Design bus_arbiter_mux, sky130hd; sources not shown.
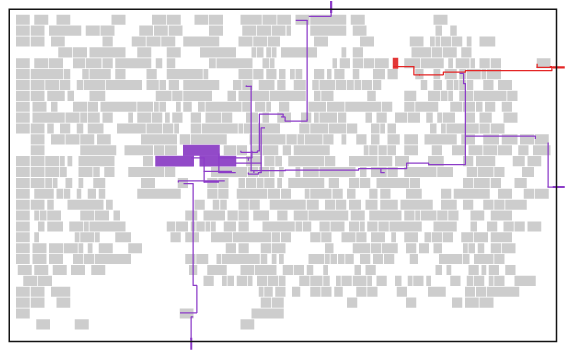
**Above:** run 1 (nets reached from selected ports).
(4 px per um)
- rst: red (bits 1; direction input; edge right; end cells 1; buffers 1; wire 48.9 um)
- owner: purple (bits 3; direction output; edge 1 bottom, 1 top, 1 right; end cells 3; buffers 7; wire 318 um)
Ports: 98
Port Buf Inserts: 97

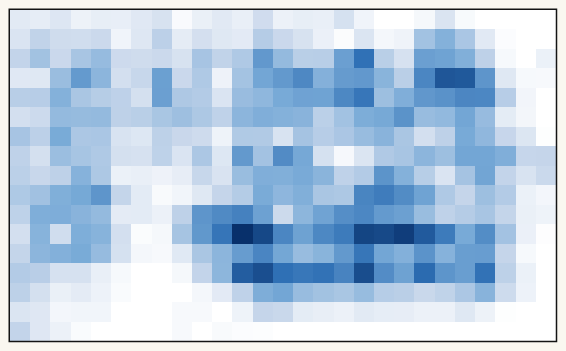
**Above:** run 1 (signal metal coverage by tile).
(4 px per um) The die is cut into 27 by 17 equal tiles; white is low, dark blue is high, scaled to the fullest tile. Values are wire area over tile area, all layers added.
- mean over tiles: 0.21
- nearly empty tiles: 11%
- fullest tile: 0.71
Tot GR Track Use: 0.258
WL final: 14,600 um
Avg WL per Cell: 18.7 um
vias: 4,450

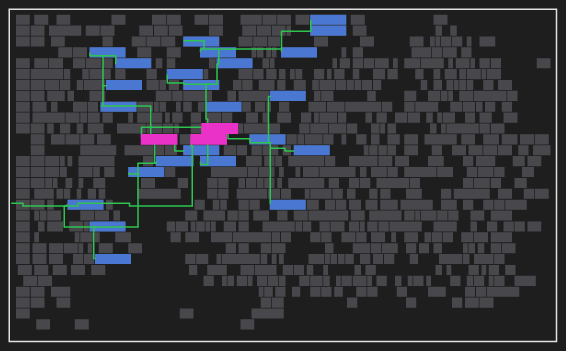
**Above:** run 1 (clock distribution).
(4 px per um)
- cells driving clock nets: magenta (count 3)
- flip-flops: blue (count 24)
- clock wires: green (length 351 um)
- routed clock nets: 4
Clock Skew: 6.27 ps

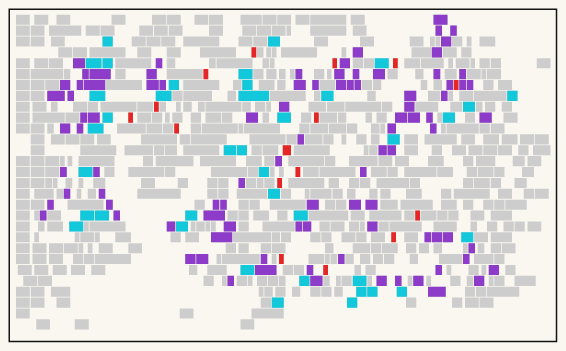
**Above:** run 1 (gate families picked out).
(4 px per um)
- AND-OR and OR-AND gates: cyan (cells 39; most used a21o_1)
- inverting AOI/OAI gates: purple (cells 94; most used a21oi_1)
- inverters: red (cells 16; most used inv_1)
non-filler instance count after layout: 781
fraction of area in multi-input gates: 0.512
most frequent logic cell in the layout: buf_4

==> results_dict.tcl, run 1 <==
# place-and-route summary
set metrics [dict create \
    run_status "finished with violations" \
    violations "setup timing" \
    die_x_um 136 \
    synth_area_um2 3800 \
    worst_slack_ps -20.6 \
    whs_ps 661 \
    ys_seq_share 0.158 \
    drtIter0Drc 372 \
    initial_core_util 0.360 \
    grt_max_degree 25 \
    syn_avg_cell_area_um2 8.53 \
    final_cell_mix "buf_4, clkdlybuf4s50_1, mux2i_1" \
    cp-end-kind "register" \
    ant_nets 0 \
    hpwlAfterDp_um 11400 \
    start_kind "input pin" \
    viasPerCell 5.70 \
    rsz0062_at_grt "yes" \
    setup_viol 1 \
    dp.cells 763 \
    ff2ff_path_depth 15 \
    r2r_setup_slack_ps -10 \
    yosysWarnings 0 \
    nFillCells 919 \
    design_area_um2 6250 \
    path_clk_slew_ps 70 \
    cts_buffers 3 \
    syn2layout_area_growth_pct 64.6 \
    top_usage_layer "met2" \
    critical_path.cell_chain "clkdlybuf4s50_1 -> buf_4 -> mux2_4 -> mux4_2 -> or4_1 -> o21ai_1 -> a211o_1 -> and3_4 -> buf_4 -> mux2i_1 -> o21ai_0 -> o221a_1" \
    fin_crit_ps 4020 \
    synth.distinct_cells 69 \
    cts_tree "done" \
    edf_count 0 \
    slowest_delay_ps 560 \
    ys_cells 445 \
    grt_pass1_wl_um 22400 \
    grtUsageMet1 0.374 \
    path_buffers 3 \
    ys_ff 24 \
    die-area_um2 11300 \
    die_y_um 82.7 \
    tool_warnings 35 \
    path_max_fanout 9 \
    yosysChipArea_um2 3800 \
    antennaDiodeCount 0 \
    use_met3 0.0751 \
    placedInstanceArea_um2 5710 \
    slew_headroom 0.595 \
    m1WireLength_um 6930 \
    highest_layer "met4" \
    worstPathArrival_ps 4170 \
    gr-total-overflow 0 \
    drc_errors 0 \
    core-area_um2 10600 \
    cp_top_family "multiplexers" \
    hold_buffers 0 \
    met3_wirelength_um 1480 \
    dpl_worst_slack_ps -363 \
]
[run 1: per-stage QoR]
step	utilization	TNS, ps
finish	0.592	-20.6
global route	0.592	-815
CTS	0.556	-3.95
detailed placement	0.541	-2940
global placement	0.541	-2550
floorplan	-	0
[run 1: cells in the mapped netlist, types with 11 or more instances]
cell | number | share of area
a211oi_1 | 12 | 0.024
a21oi_1 | 22 | 0.029
buf_2 | 12 | 0.016
clkbuf_1 | 19 | 0.019
dfrtp_1 | 24 | 0.16
ha_1 | 11 | 0.036
inv_1 | 15 | 0.015
mux2_2 | 20 | 0.059
mux2i_1 | 55 | 0.15
nand2_1 | 26 | 0.026
nor2_1 | 31 | 0.031
nor3_1 | 17 | 0.022
o21ai_0 | 25 | 0.033
[run 1: cell type report]
class                   count  area [um2]  area share
clock inverters             1        30.0     0.00481
repair buffers            231        2100       0.337
clock buffers               3        75.1      0.0120
flip-flops and latches     24         602      0.0963
well taps                 139         174      0.0278
multi-input cells         367        3200       0.512
inverters                  16        62.6      0.0100
[run 1: tightest hold or removal path: stages, from the launching register on]
cell and delay (ps):
dfrtp_1 380, a32oi_1 80, and2_1 160
[run 1: logic make-up (layout without fill, tap and decap cells)]
family / count (synthesis) / count (layout) / share of synthesized area
AOI/OAI and AO/OA: 133 / 133 / 0.252
and+or+nand+nor: 125 / 125 / 0.167
muxes: 88 / 88 / 0.285
buffers and inverters: 54 / 251 / 0.0672
DFF: 24 / 24 / 0.158
adders and majority gates: 11 / 11 / 0.0363
xor gates and xnor gates: 10 / 10 / 0.0333
[run 1: repair_timing]
action | 4_1_cts | 5_1_grt
gates resized | 11 | 53
setup buffers | 1 | 9
cloned | 0 | 3
endpoints found under the setup margin | 8 | 14
pin swaps | 1 | 12
--- run 2 (diff from run 1) ---
CTS_CLUSTER_DIAMETER = 100   (was default)
PLACE_DENSITY = 0.67   (was default)
clock period = 3.56 ns   (was 4 ns; I/O delays follow)
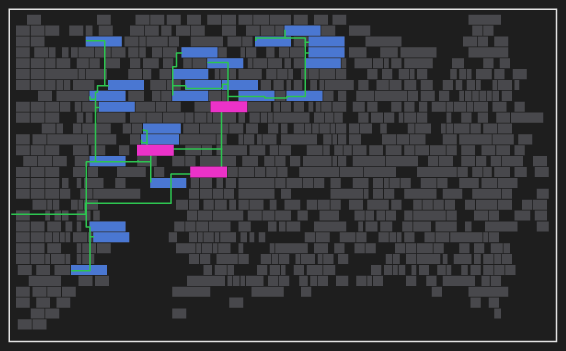
**Above:** run 2 (clock distribution).
(4 px per um)
Clock Skew: 1.61 ps
clk latency late pin: 260 ps

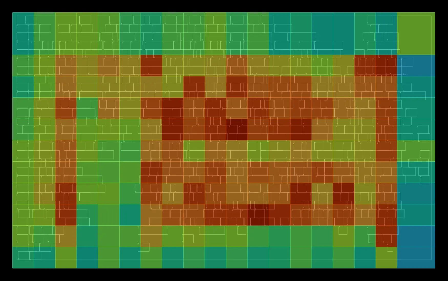
**Above:** run 2 (congestion heat map).
Avg WL per Cell: 19.1 um
GRT busiest layer: met2

==> results_dict.tcl, run 2 <==
# place-and-route summary
set metrics [dict create \
    run_status "finished with violations" \
    violations "setup timing" \
    fin_crit_ps 3870 \
    ys_cells 445 \
    path_clk_slew_ps 60 \
    die_y_um 82.7 \
    final_cell_mix "buf_4, clkdlybuf4s50_1, mux2i_1" \
    io_buffers 97 \
    critPathKind "in -> reg" \
    synth.most_common_cell "mux2i_1" \
    grt_max_degree 25 \
    common_cells "mux2i_1, nor2_1, nand2_1, o21ai_0, dfrtp_1" \
    syn_avg_cell_area_um2 8.53 \
    async_reset_ff_frac 1.00 \
    slew_headroom 0.610 \
    core-area_um2 10600 \
    ys.flop_type "dfrtp_1" \
    edf_count 0 \
    fin_nets 758 \
    antenna_found_initial 0 \
    syn_nets 534 \
    regArea_um2 603 \
    worstPathArrival_ps 4020 \
    cts_tree "done" \
    dpl_worst_slack_ps -758 \
    hpwlAfterDp_um 11800 \
    nFillCells 812 \
    path_max_fanout 8 \
    dp.cells 772 \
    r2r_setup_slack_ps -310 \
    tightest_slew_ps 585 \
    mostFrequentLayoutCell "buf_4" \
    synthTopCellsByArea "dfrtp_1, mux2i_1, mux2_2" \
    syn2layout_area_growth_pct 78.1 \
    yosysChipArea_um2 3800 \
    wirelength_um 15500 \
    tool_warnings 36 \
    grt_pass1_vias 4408 \
    cts_sinks 24 \
    hold_buffers 0 \
    cts_max_path_buffers 2 \
    drc_errors 0 \
    cp-end-kind "register" \
    logic_area_um2 3420 \
    rsz0062_at_grt "yes" \
    layoutNonFillerInstCount 807 \
    die-area_um2 11300 \
    ys_ff 24 \
    start_kind "input pin" \
    ff2ff_path_depth 12 \
    worstPathRequired_ps 3700 \
    synth.distinct_cells 69 \
    vias 4653 \
    top_area_cell "dfrtp_1" \
    cts_buffers 3 \
    placementRows 29 \
    yosysWarnings 0 \
    synth_top_area_share 0.158 \
    cts_max_level 1 \
    hold_path_depth 2 \
    slew_viol_final 0 \
    root_buffer "clkbuf_16" \
    synth_area_um2 3800 \
    setup_viol 16 \
    ant_nets 0 \
    drtIter0Drc 421 \
    viasPerCell 5.77 \
    worst_slack_ps -312 \
    drv_cap 0 \
    drive_gt1_frac 0.416 \
    grt_util_all_layers 0.274 \
    period_used_share 1.09 \
    gp_congestion 1.03 \
    hp-class "reg -> reg" \
    antennaDiodeCount 0 \
    pin_count 98 \
    dr.pass1.iters 5 \
    grt_pass1_wl_um 23400 \
    synthCells 445 \
    ys_seq_share 0.158 \
    gr-total-overflow 0 \
    initial_core_util 0.360 \
    timing.fmax_ghz 0.258 \
    fin_tns_setup_ps -3280 \
    hold_violations 0 \
    die_x_um 136 \
]
## run 2: cell counts after synthesis
No cell type changed its count.
## run 2: worst max-delay path: stages
cell             delay [ps]
clkdlybuf4s50_1         440
nor3b_1                 180
or2_2                   360
mux4_2                  480
or4_4                   540
o21ai_2                 130
a211o_1                 110
and3_4                  290
buf_12                  170
mux2i_1                 250
nor2_1                   70
o311a_1                 290
## run 2: layer usage
| layer | global-route usage | share of wire |
|---|---|---|
| met1 | 0.379 | 0.45 |
| met2 | 0.419 | 0.43 |
| met3 | 0.0916 | 0.11 |
| met4 | 0.0400 | 0.012 |
| met5 | 0 | 0 |
## run 2: through the flow
stage	hold WS, ps	area [um2]	util
detailed placement	634	5830	0.552
finish	681	6760	0.640
global placement	644	5830	0.552
floorplan	586	3840	-
CTS	660	6480	0.614
global route	708	6760	0.640
## run 2: kinds of logic (layout without fill, tap and decap cells)
kind of cell | Yosys count | count (layout) | synth area share
XOR/XNOR | 10 | 10 | 0.0333
flip-flops | 24 | 24 | 0.158
AND-OR/OR-AND | 133 | 133 | 0.252
AND/OR/NAND/NOR | 125 | 125 | 0.167
adder cells (fa/ha/maj) | 11 | 11 | 0.0363
buffers and inverters | 54 | 277 | 0.0672
multiplexers | 88 | 88 | 0.285
## run 2: what timing repair did
| action | 4_1_cts | 5_1_grt |
|---|---|---|
| cloned | 3 | 0 |
| buffers inserted | 20 | 7 |
| resized | 79 | 40 |
| endpoints found under the hold margin | 0 | 0 |
| pin swaps | 12 | 7 |
| endpoints found under the setup margin | 17 | 17 |
## run 2: cell type report
class,instances,share of cell area
timing repair buffer,257,0.355
clock buffer,4,0.0131
multi-input combinational,367,0.506
inverter,16,0.0107
tap,139,0.0257
sequential,24,0.0892
